--- src/rtl/cache_mshr_if.sv ---
// Bundle between the cache metadata stage, the MSHR file and the L2 port.
// Requests use valid/ready: a request transfers on a cycle where
// l2_req_valid and l2_req_ready are both high; while valid is high and
// ready is low the request fields hold steady. Fills have no back-pressure.
interface cache_mshr_if #(
    parameter int ADDR_W      = 26,
    parameter int NUM_ENTRIES = 4,
    parameter int WAY_W       = 4
);
    localparam int ID_W = (NUM_ENTRIES > 1) ? $clog2(NUM_ENTRIES) : 1;

    // lookup from the metadata stage
    logic              lookup_valid;
    logic [ADDR_W-1:0] lookup_addr;
    logic              mshr_hit;
    // miss allocation
    logic              alloc;
    logic [ADDR_W-1:0] alloc_addr;
    logic [WAY_W-1:0]  alloc_way;
    logic [2:0]        alloc_op;
    logic              full;
    logic [ID_W:0]     occupancy;
    // L2 request channel
    logic              l2_req_valid;
    logic              l2_req_ready;
    logic [ADDR_W-1:0] l2_req_addr;
    logic [2:0]        l2_req_op;
    logic [ID_W-1:0]   l2_req_id;
    // L2 fill response
    logic              l2_fill_valid;
    logic [ID_W-1:0]   l2_fill_id;
    // resolved miss back to the cache
    logic              fill_valid;
    logic [ADDR_W-1:0] fill_addr;
    logic [WAY_W-1:0]  fill_way;
    logic [2:0]        fill_op;

    // upstream stage and L2 model side
    modport master (
        output lookup_valid, lookup_addr, alloc, alloc_addr, alloc_way, alloc_op,
               l2_req_ready, l2_fill_valid, l2_fill_id,
        input  mshr_hit, full, occupancy, l2_req_valid, l2_req_addr, l2_req_op,
               l2_req_id, fill_valid, fill_addr, fill_way, fill_op
    );

    // MSHR file side
    modport slave (
        input  lookup_valid, lookup_addr, alloc, alloc_addr, alloc_way, alloc_op,
               l2_req_ready, l2_fill_valid, l2_fill_id,
        output mshr_hit, full, occupancy, l2_req_valid, l2_req_addr, l2_req_op,
               l2_req_id, fill_valid, fill_addr, fill_way, fill_op
    );
endinterface

--- src/rtl/cache_mshr_file.sv ---
// Miss Status Holding Register file: tracks outstanding line misses, issues
// one L2 request per miss and returns resolved fills with their victim way.
// Each entry walks IDLE -> WAIT_ISSUE -> WAIT_FILL -> IDLE.
module cache_mshr_file #(
    parameter int ADDR_W      = 26,
    parameter int NUM_ENTRIES = 4,
    parameter int WAY_W       = 4
) (
    input  logic                     clk,
    input  logic                     rst,
    cache_mshr_if.slave              bus,
    output logic [2*NUM_ENTRIES-1:0] dbg_state_o
);
    localparam int ID_W = (NUM_ENTRIES > 1) ? $clog2(NUM_ENTRIES) : 1;

    typedef enum logic [1:0] {
        S_IDLE       = 2'd0,
        S_WAIT_ISSUE = 2'd1,
        S_WAIT_FILL  = 2'd2
    } state_e;

    state_e            state_q [NUM_ENTRIES];
    logic [ADDR_W-1:0] addr_q  [NUM_ENTRIES];
    logic [WAY_W-1:0]  way_q   [NUM_ENTRIES];
    logic [2:0]        op_q    [NUM_ENTRIES];

    // a stalled request pins its entry so a lower index cannot preempt it
    logic              lock_q;
    logic [ID_W-1:0]   lock_id_q;

    logic              fill_valid_q;
    logic [ADDR_W-1:0] fill_addr_q;
    logic [WAY_W-1:0]  fill_way_q;
    logic [2:0]        fill_op_q;

    logic              alloc_found;
    logic [ID_W-1:0]   alloc_idx;
    logic              alloc_en;
    logic              issue_any;
    logic [ID_W-1:0]   issue_low;
    logic [ID_W-1:0]   issue_sel;
    logic              issue_fire;
    logic              fill_en;
    logic              hit;
    logic [ID_W:0]     occ;

    // Scan entries from the top down so the lowest index wins each search.
    always_comb begin
        alloc_found = 1'b0;
        alloc_idx   = '0;
        issue_any   = 1'b0;
        issue_low   = '0;
        fill_en     = 1'b0;
        hit         = 1'b0;
        occ         = '0;
        for (int i = NUM_ENTRIES - 1; i >= 0; i--) begin
            if (state_q[i] == S_IDLE) begin
                alloc_found = 1'b1;
                alloc_idx   = ID_W'(i);
            end
            if (state_q[i] == S_WAIT_ISSUE) begin
                issue_any = 1'b1;
                issue_low = ID_W'(i);
            end
            if (state_q[i] != S_IDLE) begin
                occ = occ + (ID_W + 1)'(1);
                if (bus.lookup_valid && (addr_q[i] == bus.lookup_addr)) begin
                    hit = 1'b1;
                end
            end
            if (bus.l2_fill_valid && (bus.l2_fill_id == ID_W'(i)) &&
                (state_q[i] == S_WAIT_FILL)) begin
                fill_en = 1'b1;
            end
        end
    end

    assign alloc_en   = bus.alloc && alloc_found &&
                        ((bus.alloc_op == 3'd1) || (bus.alloc_op == 3'd2));
    assign issue_sel  = lock_q ? lock_id_q : issue_low;
    assign issue_fire = issue_any && bus.l2_req_ready;

    assign bus.mshr_hit     = hit;
    assign bus.full         = !alloc_found;
    assign bus.occupancy    = occ;
    assign bus.l2_req_valid = issue_any;
    assign bus.l2_req_addr  = addr_q[issue_sel];
    assign bus.l2_req_op    = (op_q[issue_sel] == 3'd2) ? 3'd7 : 3'd3;
    assign bus.l2_req_id    = issue_sel;
    assign bus.fill_valid   = fill_valid_q;
    assign bus.fill_addr    = fill_addr_q;
    assign bus.fill_way     = fill_way_q;
    assign bus.fill_op      = fill_op_q;

    // Flatten per-entry state for observation.
    always_comb begin
        dbg_state_o = '0;
        for (int i = 0; i < NUM_ENTRIES; i++) begin
            dbg_state_o[2*i +: 2] = state_q[i];
        end
    end

    // Entry state machines, request lock and registered fill response.
    always_ff @(posedge clk) begin
        if (rst) begin
            for (int i = 0; i < NUM_ENTRIES; i++) begin
                state_q[i] <= S_IDLE;
                addr_q[i]  <= '0;
                way_q[i]   <= '0;
                op_q[i]    <= '0;
            end
            lock_q       <= 1'b0;
            lock_id_q    <= '0;
            fill_valid_q <= 1'b0;
            fill_addr_q  <= '0;
            fill_way_q   <= '0;
            fill_op_q    <= '0;
        end else begin
            // alloc, issue and fill always target entries in distinct states
            for (int i = 0; i < NUM_ENTRIES; i++) begin
                if (alloc_en && (alloc_idx == ID_W'(i))) begin
                    state_q[i] <= S_WAIT_ISSUE;
                    addr_q[i]  <= bus.alloc_addr;
                    way_q[i]   <= bus.alloc_way;
                    op_q[i]    <= bus.alloc_op;
                end else if (issue_fire && (issue_sel == ID_W'(i))) begin
                    state_q[i] <= S_WAIT_FILL;
                end else if (fill_en && (bus.l2_fill_id == ID_W'(i))) begin
                    state_q[i] <= S_IDLE;
                end
            end
            if (issue_any && !bus.l2_req_ready) begin
                lock_q    <= 1'b1;
                lock_id_q <= issue_sel;
            end else begin
                lock_q    <= 1'b0;
            end
            fill_valid_q <= fill_en;
            if (fill_en) begin
                fill_addr_q <= addr_q[bus.l2_fill_id];
                fill_way_q  <= way_q[bus.l2_fill_id];
                fill_op_q   <= op_q[bus.l2_fill_id];
            end
        end
    end
endmodule

--- src/flat_wrapper.sv ---
// flat-port wrapper written by rule: the top's interface ports become plain ports
module cache_mshr_file_flat 
#(
    parameter int ADDR_W      = 26,
    parameter int NUM_ENTRIES = 4,
    parameter int WAY_W       = 4
)
  (clk, rst, dbg_state_o, bus_lookup_valid, bus_lookup_addr, bus_alloc, bus_alloc_addr, bus_alloc_way, bus_alloc_op, bus_l2_req_ready, bus_l2_fill_valid, bus_l2_fill_id, bus_mshr_hit, bus_full, bus_occupancy, bus_l2_req_valid, bus_l2_req_addr, bus_l2_req_op, bus_l2_req_id, bus_fill_valid, bus_fill_addr, bus_fill_way, bus_fill_op);
  cache_mshr_if #(.ADDR_W(ADDR_W), .NUM_ENTRIES(NUM_ENTRIES), .WAY_W(WAY_W)) bus_i ();
  input  logic clk;
  input  logic rst;
  output logic [2*NUM_ENTRIES-1:0] dbg_state_o;
  input wire logic [$bits(bus_i.lookup_valid)-1:0] bus_lookup_valid;
  input wire logic [$bits(bus_i.lookup_addr)-1:0] bus_lookup_addr;
  input wire logic [$bits(bus_i.alloc)-1:0] bus_alloc;
  input wire logic [$bits(bus_i.alloc_addr)-1:0] bus_alloc_addr;
  input wire logic [$bits(bus_i.alloc_way)-1:0] bus_alloc_way;
  input wire logic [$bits(bus_i.alloc_op)-1:0] bus_alloc_op;
  input wire logic [$bits(bus_i.l2_req_ready)-1:0] bus_l2_req_ready;
  input wire logic [$bits(bus_i.l2_fill_valid)-1:0] bus_l2_fill_valid;
  input wire logic [$bits(bus_i.l2_fill_id)-1:0] bus_l2_fill_id;
  output wire logic [$bits(bus_i.mshr_hit)-1:0] bus_mshr_hit;
  output wire logic [$bits(bus_i.full)-1:0] bus_full;
  output wire logic [$bits(bus_i.occupancy)-1:0] bus_occupancy;
  output wire logic [$bits(bus_i.l2_req_valid)-1:0] bus_l2_req_valid;
  output wire logic [$bits(bus_i.l2_req_addr)-1:0] bus_l2_req_addr;
  output wire logic [$bits(bus_i.l2_req_op)-1:0] bus_l2_req_op;
  output wire logic [$bits(bus_i.l2_req_id)-1:0] bus_l2_req_id;
  output wire logic [$bits(bus_i.fill_valid)-1:0] bus_fill_valid;
  output wire logic [$bits(bus_i.fill_addr)-1:0] bus_fill_addr;
  output wire logic [$bits(bus_i.fill_way)-1:0] bus_fill_way;
  output wire logic [$bits(bus_i.fill_op)-1:0] bus_fill_op;
  assign bus_i.lookup_valid = bus_lookup_valid;
  assign bus_i.lookup_addr = bus_lookup_addr;
  assign bus_i.alloc = bus_alloc;
  assign bus_i.alloc_addr = bus_alloc_addr;
  assign bus_i.alloc_way = bus_alloc_way;
  assign bus_i.alloc_op = bus_alloc_op;
  assign bus_i.l2_req_ready = bus_l2_req_ready;
  assign bus_i.l2_fill_valid = bus_l2_fill_valid;
  assign bus_i.l2_fill_id = bus_l2_fill_id;
  assign bus_mshr_hit = bus_i.mshr_hit;
  assign bus_full = bus_i.full;
  assign bus_occupancy = bus_i.occupancy;
  assign bus_l2_req_valid = bus_i.l2_req_valid;
  assign bus_l2_req_addr = bus_i.l2_req_addr;
  assign bus_l2_req_op = bus_i.l2_req_op;
  assign bus_l2_req_id = bus_i.l2_req_id;
  assign bus_fill_valid = bus_i.fill_valid;
  assign bus_fill_addr = bus_i.fill_addr;
  assign bus_fill_way = bus_i.fill_way;
  assign bus_fill_op = bus_i.fill_op;
  cache_mshr_file #(.ADDR_W(ADDR_W), .NUM_ENTRIES(NUM_ENTRIES), .WAY_W(WAY_W)) u_core (.clk(clk), .rst(rst), .bus(bus_i), .dbg_state_o(dbg_state_o));
endmodule
--- config.mk ---
export PLATFORM = sky130hd
export DESIGN_NAME = cache_mshr_file_flat
export DESIGN_NICKNAME = d
export VERILOG_FILES = /design/src/rtl/cache_mshr_if.sv /design/src/rtl/cache_mshr_file.sv /design/src/flat_wrapper.sv
export SDC_FILE = /design/constraint.sdc
export NUM_CORES = 1
export LEC_CHECK = 0
export CAP_MARGIN = 20
export CORE_UTILIZATION = 50
export DETAILED_ROUTE_END_ITERATION = 10
export HOLD_SLACK_MARGIN = 0.06
export PLACE_DENSITY_LB_ADDON = 0.2
export SYNTH_ARGS = -nofsm -noshare
export SYNTH_HDL_FRONTEND = slang
export SYNTH_SLANG_ARGS = --single-unit
--- constraint.sdc ---
create_clock -name clk -period 3.97 [get_ports clk]
set_input_delay 0.5955 -clock clk [delete_from_list [all_inputs] [get_ports clk]]
set_output_delay 0.5955 -clock clk [all_outputs]
set_load 0.005 [all_outputs]
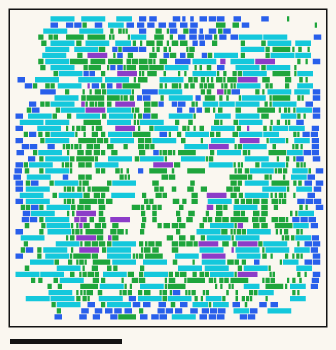
(images/cell_classes.png)
Scale bar: 50 µm.
legend:
  purple:
    class: clock drivers and dummy loads
    cells: 32
    share_of_their_area: 4.8%
  cyan:
    class: flip-flops
    cells: 177
    share_of_their_area: 42%
  blue:
    class: other buffers and delay cells
    cells: 172
    share_of_their_area: 14%
  green:
    class: all other logic
    cells: 660
    share_of_their_area: 39%
Site Rows: 50
Core Util, Final: 63.8%
core box area: 18900 µm²
Seq area share: 41.0%

==> run_results.csv <==
group,metric,value,unit
final_layout,n_fill_cell,1576,
die,nWellTaps,260,
yosys,yosys.area_share.aoi,5.62,%
yosys,numSynthFlops,177,
grt,grt_pass1_wl,43.5,mm
yosys,top_area_cell,"edfxtp_1",
routing,vias_per_cell,5.71,
setup_path,worstPathMaxFanout,25,
final_layout,biggestCellCategory,"flip-flops and latches",
yosys,async_reset_ff_share,0,%
grt,grt_max_degree,58,
cts,cts_buffers,17,
final_layout,seq_area,4940,µm²
yosys,mux_share,7.98,%
cts,cts_setup_buffers,0,
routing,via_count,7433,
sta,whs,452,ps
power,power.density,394,nW/µm²
yosys,top_logic_kind,"simple AND/OR/NAND/NOR gates",
placement,dp_slack,259,ps
final_layout,layout_top_cell,"nand2_1",
setup_path,cp.depth,10,
final_layout,finalInstanceArea,12100,µm²
yosys,top_cell,"nand2_1",
final_layout,final_layout_size_suffix_gt1_share,11.4,%
power,sw_frac_of_total,27.3,%
setup_path,critPathCapture,"bus_l2_req_addr[8]",
worst_hold_path,holdPathStages,2,
placement,routabilityCongestion,0.976,
routing,drc,0,
final_layout,comb_area_share,37.4,%
grt,met2_usage,48.4,%
power,clk-power,1620,µW
setup_path,crit_arrival,3260,ps
sta,layout_min_cycle_time,3850,ps
yosys,yosysSeqAreaShare,50.9,%
final_layout,inv_count,9,
yosys,synth.cell_area,9710,µm²
die,die_w,141,µm
routing,wl_met2,13.8,mm
cts,path_clk_slew,70,ps
routing,drt_iter0_drc,622,
yosys,yosys-top-cells-count,"nand2_1 (174), edfxtp_1 (140), and2_1 (120)",
power,maxPowerGroup,"registers",
final_layout,syn2layout_area_growth,24.2,%
sta,rsz0062_at_grt,"false",
sta,fin_worst_skew,8.78,ps
yosys,yosysWarnings,0,
cts,cts_root_buffer,"clkbuf_16",
power,p_comb,966,µW
routing,wl_per_cell,22.2,µm
yosys,yosysUniqueCellTypes,52,
power,seq-power,2170,µW
power,clock_power_share,34.1,%
sta,fin_crit_sh,97.1,%
job,max_cap_violations,0,
job,openroad.warnings,29,
setup_path,path_common_cell,"buf_4",
setup_path,r2r-end,"u_core.addr_q[3][23]",
setup_path,setup.worst_path.class,"reg2out",
sta,setup_ws,116,ps
cts,cts_tree,"built",
sta,setup_viol,0,
final_layout,nets,1100,
setup_path,path_cells,"nand2b_1 > o21ai_0 > a22oi_2 > inv_2 > buf_4 > nand2_1 > and3_1 > a31oi_1 > buf_4 > clkdlybuf4s50_1",
yosys,yosys.area_share.simple,21.7,%
routing,wl_met1,12.5,mm
worst_hold_path,min_path_type,"reg2reg",
setup_path,r2r_start,"u_core.state_q[3][0]",
die,initCoreUtil,51.4,%
sta,fmax,260,MHz
yosys,syn_inst,890,
final_layout,instances_no_fill,1301,
power,ir_drop,0.313,mV
outcome,status,"completed",
final_layout,largest_reg_flops,104,
worst_hold_path,min_from,"u_core.bus.fill_addr[3]",
setup_path,startpoint,"u_core.state_q[3][1]",
placement,portBuffers,143,
grt,use_met3,4.79,%
cts,htree_levels,4,
final_layout,antenna_cells,0,
setup_path,r2r_setup_slack,1060,ps
yosys,ys.flop_type,"edfxtp_1",
worst_hold_path,whs_endpoint,"u_core.bus.fill_addr[3]",
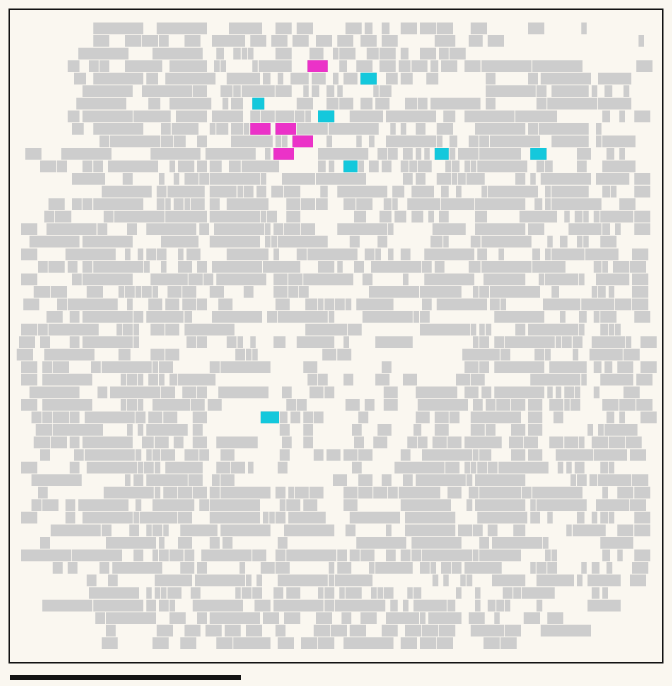
(images/gate_families.png)
Scale bar: 50 µm.
legend:
  cyan:
    family: AND-OR and OR-AND gates
    cells: 7
    where: top centre
  magenta:
    family: adder and majority cells
    cells: 5
    where: top centre

Power figures rest on the tool's default switching activity, not on a simulated workload.
